**config.mk**
```make
export PLATFORM = sky130hd
export DESIGN_NAME = alu_result_stage
export DESIGN_NICKNAME = d
export VERILOG_FILES = /design/src/rtl/alu_stage_pkg.sv /design/src/rtl/alu_result_stage_branch.sv /design/src/rtl/alu_result_stage.sv
export SDC_FILE = /design/constraint.sdc
export NUM_CORES = 1
export LEC_CHECK = 0
export CELL_PAD_IN_SITES_DETAIL_PLACEMENT = 1
export CELL_PAD_IN_SITES_GLOBAL_PLACEMENT = 1
export CORE_MARGIN = 2
export CORE_UTILIZATION = 31
export CTS_CLUSTER_DIAMETER = 150
export DETAILED_ROUTE_END_ITERATION = 10
export PLACE_DENSITY_LB_ADDON = 0.1
export REMOVE_ABC_BUFFERS = 1
export SETUP_SLACK_MARGIN = 0.05
export SKIP_CTS_REPAIR_TIMING = 1
export SLEW_MARGIN = 30
export SYNTH_ARGS = -nofsm -noshare
export SYNTH_HDL_FRONTEND = slang
export SYNTH_SLANG_ARGS = --single-unit
```
**constraint.sdc**
```tcl
create_clock -name input_CLK -period 1.8 [get_ports input_CLK]
set_input_delay 0.36 -clock input_CLK [delete_from_list [all_inputs] [get_ports input_CLK]]
set_output_delay 0.36 -clock input_CLK [all_outputs]
set_load 0.02 [all_outputs]
```
**src/rtl/alu_stage_pkg.sv**
```systemverilog
// alu_stage_pkg
// Shared definitions for alu_result_stage and its branch evaluator:
//   - state_t     : buffer occupancy (EMPTY, ONE, TWO)
//   - BR_*        : branch condition codes
//   - FLAG_*      : bit positions inside the {C,N,Z} flag vector
package alu_stage_pkg;

    typedef enum logic [1:0] {
        EMPTY = 2'd0,
        ONE   = 2'd1,
        TWO   = 2'd2
    } state_t;

    localparam logic [2:0] BR_NEVER  = 3'b000;
    localparam logic [2:0] BR_ALWAYS = 3'b001;
    localparam logic [2:0] BR_EQ     = 3'b010;
    localparam logic [2:0] BR_NE     = 3'b011;
    localparam logic [2:0] BR_LT     = 3'b100;
    localparam logic [2:0] BR_GE     = 3'b101;
    localparam logic [2:0] BR_CS     = 3'b110;
    localparam logic [2:0] BR_CC     = 3'b111;

    localparam int FLAG_Z = 0;
    localparam int FLAG_N = 1;
    localparam int FLAG_C = 2;

endpackage

```
**src/rtl/alu_result_stage_branch.sv**
```systemverilog
// branch_cond_eval
// Combinational branch condition evaluator.
// Ports:
//   flags [2:0] in  : {C,N,Z} flags the condition is tested against
//   cond  [2:0] in  : branch condition code (BR_*)
//   taken       out : condition outcome
module branch_cond_eval
    import alu_stage_pkg::*;
(
    input  logic [2:0] flags,
    input  logic [2:0] cond,
    output logic       taken
);

    always_comb begin
        taken = 1'b0;
        case (cond)
            BR_NEVER:  taken = 1'b0;
            BR_ALWAYS: taken = 1'b1;
            BR_EQ:     taken = flags[FLAG_Z];
            BR_NE:     taken = !flags[FLAG_Z];
            BR_LT:     taken = flags[FLAG_N];
            BR_GE:     taken = !flags[FLAG_N];
            BR_CS:     taken = flags[FLAG_C];
            BR_CC:     taken = !flags[FLAG_C];
            default:   taken = 1'b0;
        endcase
    end

endmodule

```
**src/rtl/alu_result_stage.sv**
```systemverilog
// alu_result_stage
// Registered ALUOut buffer with architectural flag register and per-entry
// branch outcome, presented over a valid/ready handshake.
// Build option: define ALU_RESULT_SKID_EN for a two-entry skid buffer whose
// ready depends on state only; otherwise a single entry whose ready passes
// combinationally through input_wb_ready.
// Ports:
//   input_CLK, input_Reset_n         : clock, async active-low reset
//   input_ALU, input_Zero/Negative/Carry : ALU result and its flags
//   input_valid / output_ready       : capture handshake
//   input_FlagWrite                  : capture also updates flag register
//   input_BranchCond                 : condition evaluated for this capture
//   input_Flush                      : discard all buffered entries
//   output_ALUOut, output_BranchTaken, output_valid / input_wb_ready : head entry
//   output_Flags                     : flag register {C,N,Z}
module alu_result_stage
    import alu_stage_pkg::*;
#(
    parameter int WIDTH = 16
) (
    input  logic             input_CLK,
    input  logic             input_Reset_n,
    input  logic [WIDTH-1:0] input_ALU,
    input  logic             input_Zero,
    input  logic             input_Negative,
    input  logic             input_Carry,
    input  logic             input_valid,
    output logic             output_ready,
    input  logic             input_FlagWrite,
    input  logic [2:0]       input_BranchCond,
    input  logic             input_Flush,
    output logic [WIDTH-1:0] output_ALUOut,
    output logic             output_BranchTaken,
    output logic             output_valid,
    input  logic             input_wb_ready,
    output logic [2:0]       output_Flags
);

    state_t           state_q, state_d;
    logic [WIDTH-1:0] head_data_d;
    logic             head_taken_d;
    logic             valid_d;
    logic [2:0]       flags_d;
    logic [2:0]       new_flags;
    logic [2:0]       cond_flags;
    logic             new_taken;
    logic             push, pop;

`ifdef ALU_RESULT_SKID_EN
    logic [WIDTH-1:0] sec_data_q, sec_data_d;
    logic             sec_taken_q, sec_taken_d;

    assign output_ready = (state_q != TWO);
`else
    assign output_ready = !output_valid || input_wb_ready;
`endif

    assign push = input_valid && output_ready;
    assign pop  = output_valid && input_wb_ready;

    assign new_flags  = {input_Carry, input_Negative, input_Zero};
    // A flag-writing capture branches on its own flags, not the stale ones.
    assign cond_flags = input_FlagWrite ? new_flags : output_Flags;

    branch_cond_eval u_branch (
        .flags (cond_flags),
        .cond  (input_BranchCond),
        .taken (new_taken)
    );

    always_comb begin
        state_d      = state_q;
        head_data_d  = output_ALUOut;
        head_taken_d = output_BranchTaken;
`ifdef ALU_RESULT_SKID_EN
        sec_data_d   = sec_data_q;
        sec_taken_d  = sec_taken_q;
`endif
        flags_d      = output_Flags;

        if (input_Flush) begin
            state_d = EMPTY;
        end else begin
            if (push && input_FlagWrite) flags_d = new_flags;
            case (state_q)
                EMPTY: begin
                    if (push) begin
                        state_d      = ONE;
                        head_data_d  = input_ALU;
                        head_taken_d = new_taken;
                    end
                end
                ONE: begin
`ifdef ALU_RESULT_SKID_EN
                    if (push && pop) begin
                        head_data_d  = input_ALU;
                        head_taken_d = new_taken;
                    end else if (push) begin
                        state_d     = TWO;
                        sec_data_d  = input_ALU;
                        sec_taken_d = new_taken;
                    end else if (pop) begin
                        state_d = EMPTY;
                    end
`else
                    if (push) begin
                        head_data_d  = input_ALU;
                        head_taken_d = new_taken;
                    end else if (pop) begin
                        state_d = EMPTY;
                    end
`endif
                end
`ifdef ALU_RESULT_SKID_EN
                TWO: begin
                    if (pop) begin
                        state_d      = ONE;
                        head_data_d  = sec_data_q;
                        head_taken_d = sec_taken_q;
                    end
                end
`endif
                default: state_d = EMPTY;
            endcase
        end

        valid_d = (state_d != EMPTY);
    end

    always_ff @(posedge input_CLK or negedge input_Reset_n) begin
        if (!input_Reset_n) begin
            state_q            <= EMPTY;
            output_valid       <= 1'b0;
            output_ALUOut      <= '0;
            output_BranchTaken <= 1'b0;
            output_Flags       <= 3'b000;
`ifdef ALU_RESULT_SKID_EN
            sec_data_q         <= '0;
            sec_taken_q        <= 1'b0;
`endif
        end else begin
            state_q            <= state_d;
            output_valid       <= valid_d;
            output_ALUOut      <= head_data_d;
            output_BranchTaken <= head_taken_d;
            output_Flags       <= flags_d;
`ifdef ALU_RESULT_SKID_EN
            sec_data_q         <= sec_data_d;
            sec_taken_q        <= sec_taken_d;
`endif
        end
    end

endmodule

```
==> impl_metrics.toml <==
# flow metrics
[status]
status = "finished, violations left"
violations = "design-rule violations"

[cells_and_area]
area_delta_synth_final_pct = 62.9
num_antenna_cells = 0
design_area_sq_um = 1510
lay_top_cells = "48 x clkdlybuf4s50_1, 23 x dfrtp_1, 19 x mux2_2"
drive_gt1_share_pct = 25.6
final_common_cell = "clkdlybuf4s50_1"
regArea_sq_um = 576

[hold_path]
hold_class = "input pin to async pin"

[global_route]
grt_start_max_net_pins = 24
antenna_found_initial = 0

[place]
dp_slack_ns = -0.128
place_area_sq_um = 1490
io_buffers = 49

[detailed_routing]
wl_met2_microns = 1150
dr.pass1.iters = 7
viasPerCell = 4.84
wirelength_microns = 2160
wl_per_cell_microns = 14.6
drt_iter0_markers = 12
vias = 716
drc_errors = 2

[synth]
syn_inst = 60
yosysCellCount = 60
synth_flops = 23
yosys_warnings = 0
ys_area_sq_um = 930

[power]
p_leak_nw = 0.628
max-vdd-ir-drop_v = 0.000377
power_density_nw_per_um2 = 938

[setup_path]
endpoint_kind = "output pin"
start_kind = "flop"
arrival_ns = 1.32
cp_max_fo = 3
critPathBufInv = 1

[clocking]
cts_buffer_depth = 2
clock_latency_ns = 0.30
cts_tree = "done"

[flow_run]
drv_cap = 0
warnings = 25

[die]
die-area_sq_um = 3450
initial_utilization_pct = 33.1

[sta]
fin_skew_ns = 0.00571
setup_violations = 0
rsz0062_at_grt = "false"
timing.final.crit_share_pct = 93.3
hold_slack_ns = 0.407
layout_setup_ws_ns = 0.121
[cell type report]
type	count	area share, %
tap	31	2.56
timing repair buffer	54	35.0
clock buffer	4	1.74
multi-input combinational	36	22.6
sequential	23	38.0
[power breakdown]
part / internal (mW) / leakage, nW / total [mW] / switching [mW]
clock network: 0.0862 / 0.0150 / 0.240 / 0.153
registers: 0.612 / 0.276 / 0.659 / 0.0475
logic: 0.299 / 0.337 / 0.521 / 0.223
total: 0.997 / 0.628 / 1.42 / 0.423
[cell usage after synthesis]
cell type	n	area share [%]
dfrtp_1	23	62
mux2_2	19	23
nor2_1	3	1.2
nand2_1	2	0.81
a21oi_1	1	0.54
buf_6	1	1.2
conb_1	1	0.40
mux2i_1	1	1.1
mux4_2	1	2.4
nand2b_1	1	0.67
nand2b_2	1	0.94
nand3_4	1	1.9
nand4b_1	1	0.94
o21ai_0	1	0.54
o21ai_1	1	0.54
o2bb2ai_1	1	0.94
xnor2_1	1	0.94
[metrics by stage]
step                      total power [mW]  setup TNS (ns)  instances
after floorplan                      0.901               0         59
after global placement                1.18          -0.742        144
after detailed placement              1.20          -0.930        144
after CTS                             1.45          -0.136        148
after global routing                  1.50               0        148
final                                 1.42               0        148
[sequential cells by signal, indices dropped and copies added (netlist names)]
| signal | cells |
|---|---|
| output_ALUOut | 16 |
| output_Flags | 3 |
| state_q | 2 |
| output_BranchTaken | 1 |
| output_valid | 1 |
[final timing paths]
kind	startpoint	end	slack [ns]	cells after the start
worst max-delay path	output_valid	output_valid	0.12	1
worst min-delay path	input_Reset_n	output_ALUOut[7]	0.41	2
worst max register to register	output_Flags[2]	output_BranchTaken	0.46	4
worst min register to register	output_ALUOut[9]	output_ALUOut[9]	0.52	1
max in group asynchronous	input_Reset_n	output_Flags[2]	1.16	2
min in group input_CLK	output_ALUOut[9]	output_ALUOut[9]	0.52	1
[routing by layer]
metal | global-route usage, % | vias up
met5 | 0 | -
met4 | 3.90 | 0
met3 | 3.74 | 2
met2 | 24.1 | 27
met1 | 15.2 | 359
li1 | - | 328
[cell families after synthesis]
family | after synthesis | share of synthesized area (%)
AND-OR/OR-AND | 4 | 2.56
XOR/XNOR | 1 | 0.942
buffers and inverters | 1 | 1.21
flip-flops | 23 | 61.9
multiplexers | 21 | 26.5
other | 1 | 0.403
AND/OR/NAND/NOR | 9 | 6.46
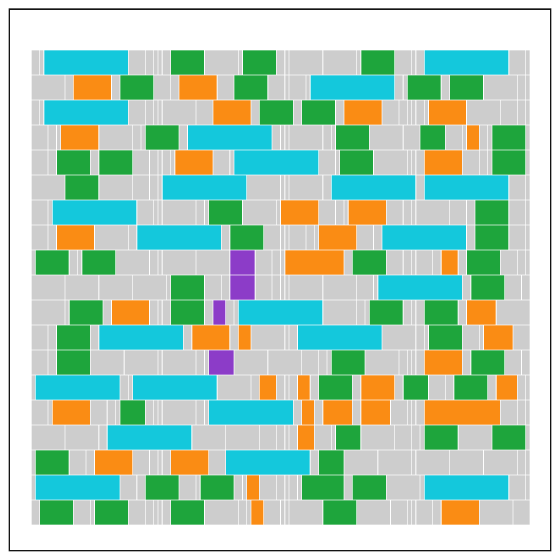
Fig. 1. Cells coloured by class.
Fill, decap, tap and diode cells in grey.
- clock drivers and dummy loads: purple (cells 4; share of their area 1.8%)
- sequential cells: cyan (cells 23; share of their area 39%)
- combinational and other logic: orange (cells 36; share of their area 23%)
- remaining buffers and delay cells: green (cells 54; share of their area 36%)

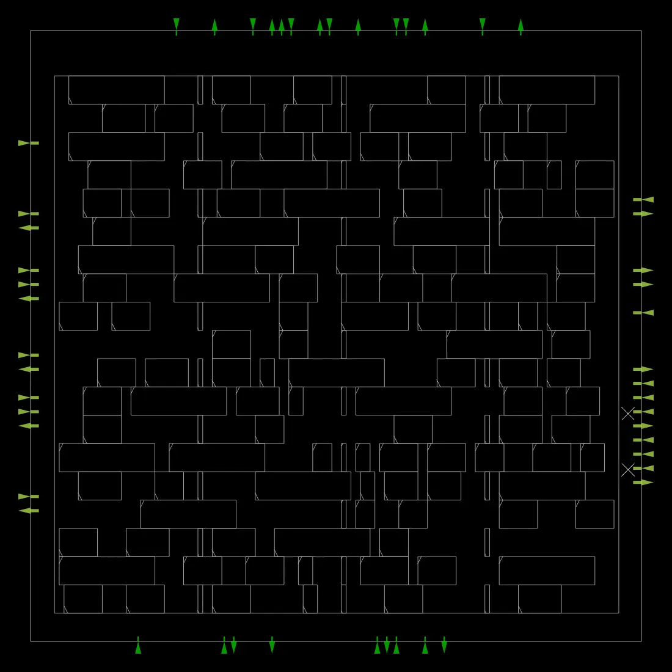
Fig. 2. Placed standard cells.
flop share of the area: 38.0%
Filler cells: 317
tap cells: 31
Final Util: 54.0%
CORE AREA: 2810 sq um

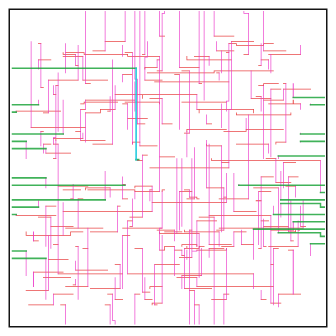
Fig. 3. Metal layers overlaid.
- metal 1: red (wire length 795 microns)
- metal 4: cyan (wire length 17.0 microns)
- metal 2: magenta (wire length 1,150 microns)
- metal 3: green (wire length 204 microns)

Power figures rest on the tool's default switching activity, not on a simulated workload.
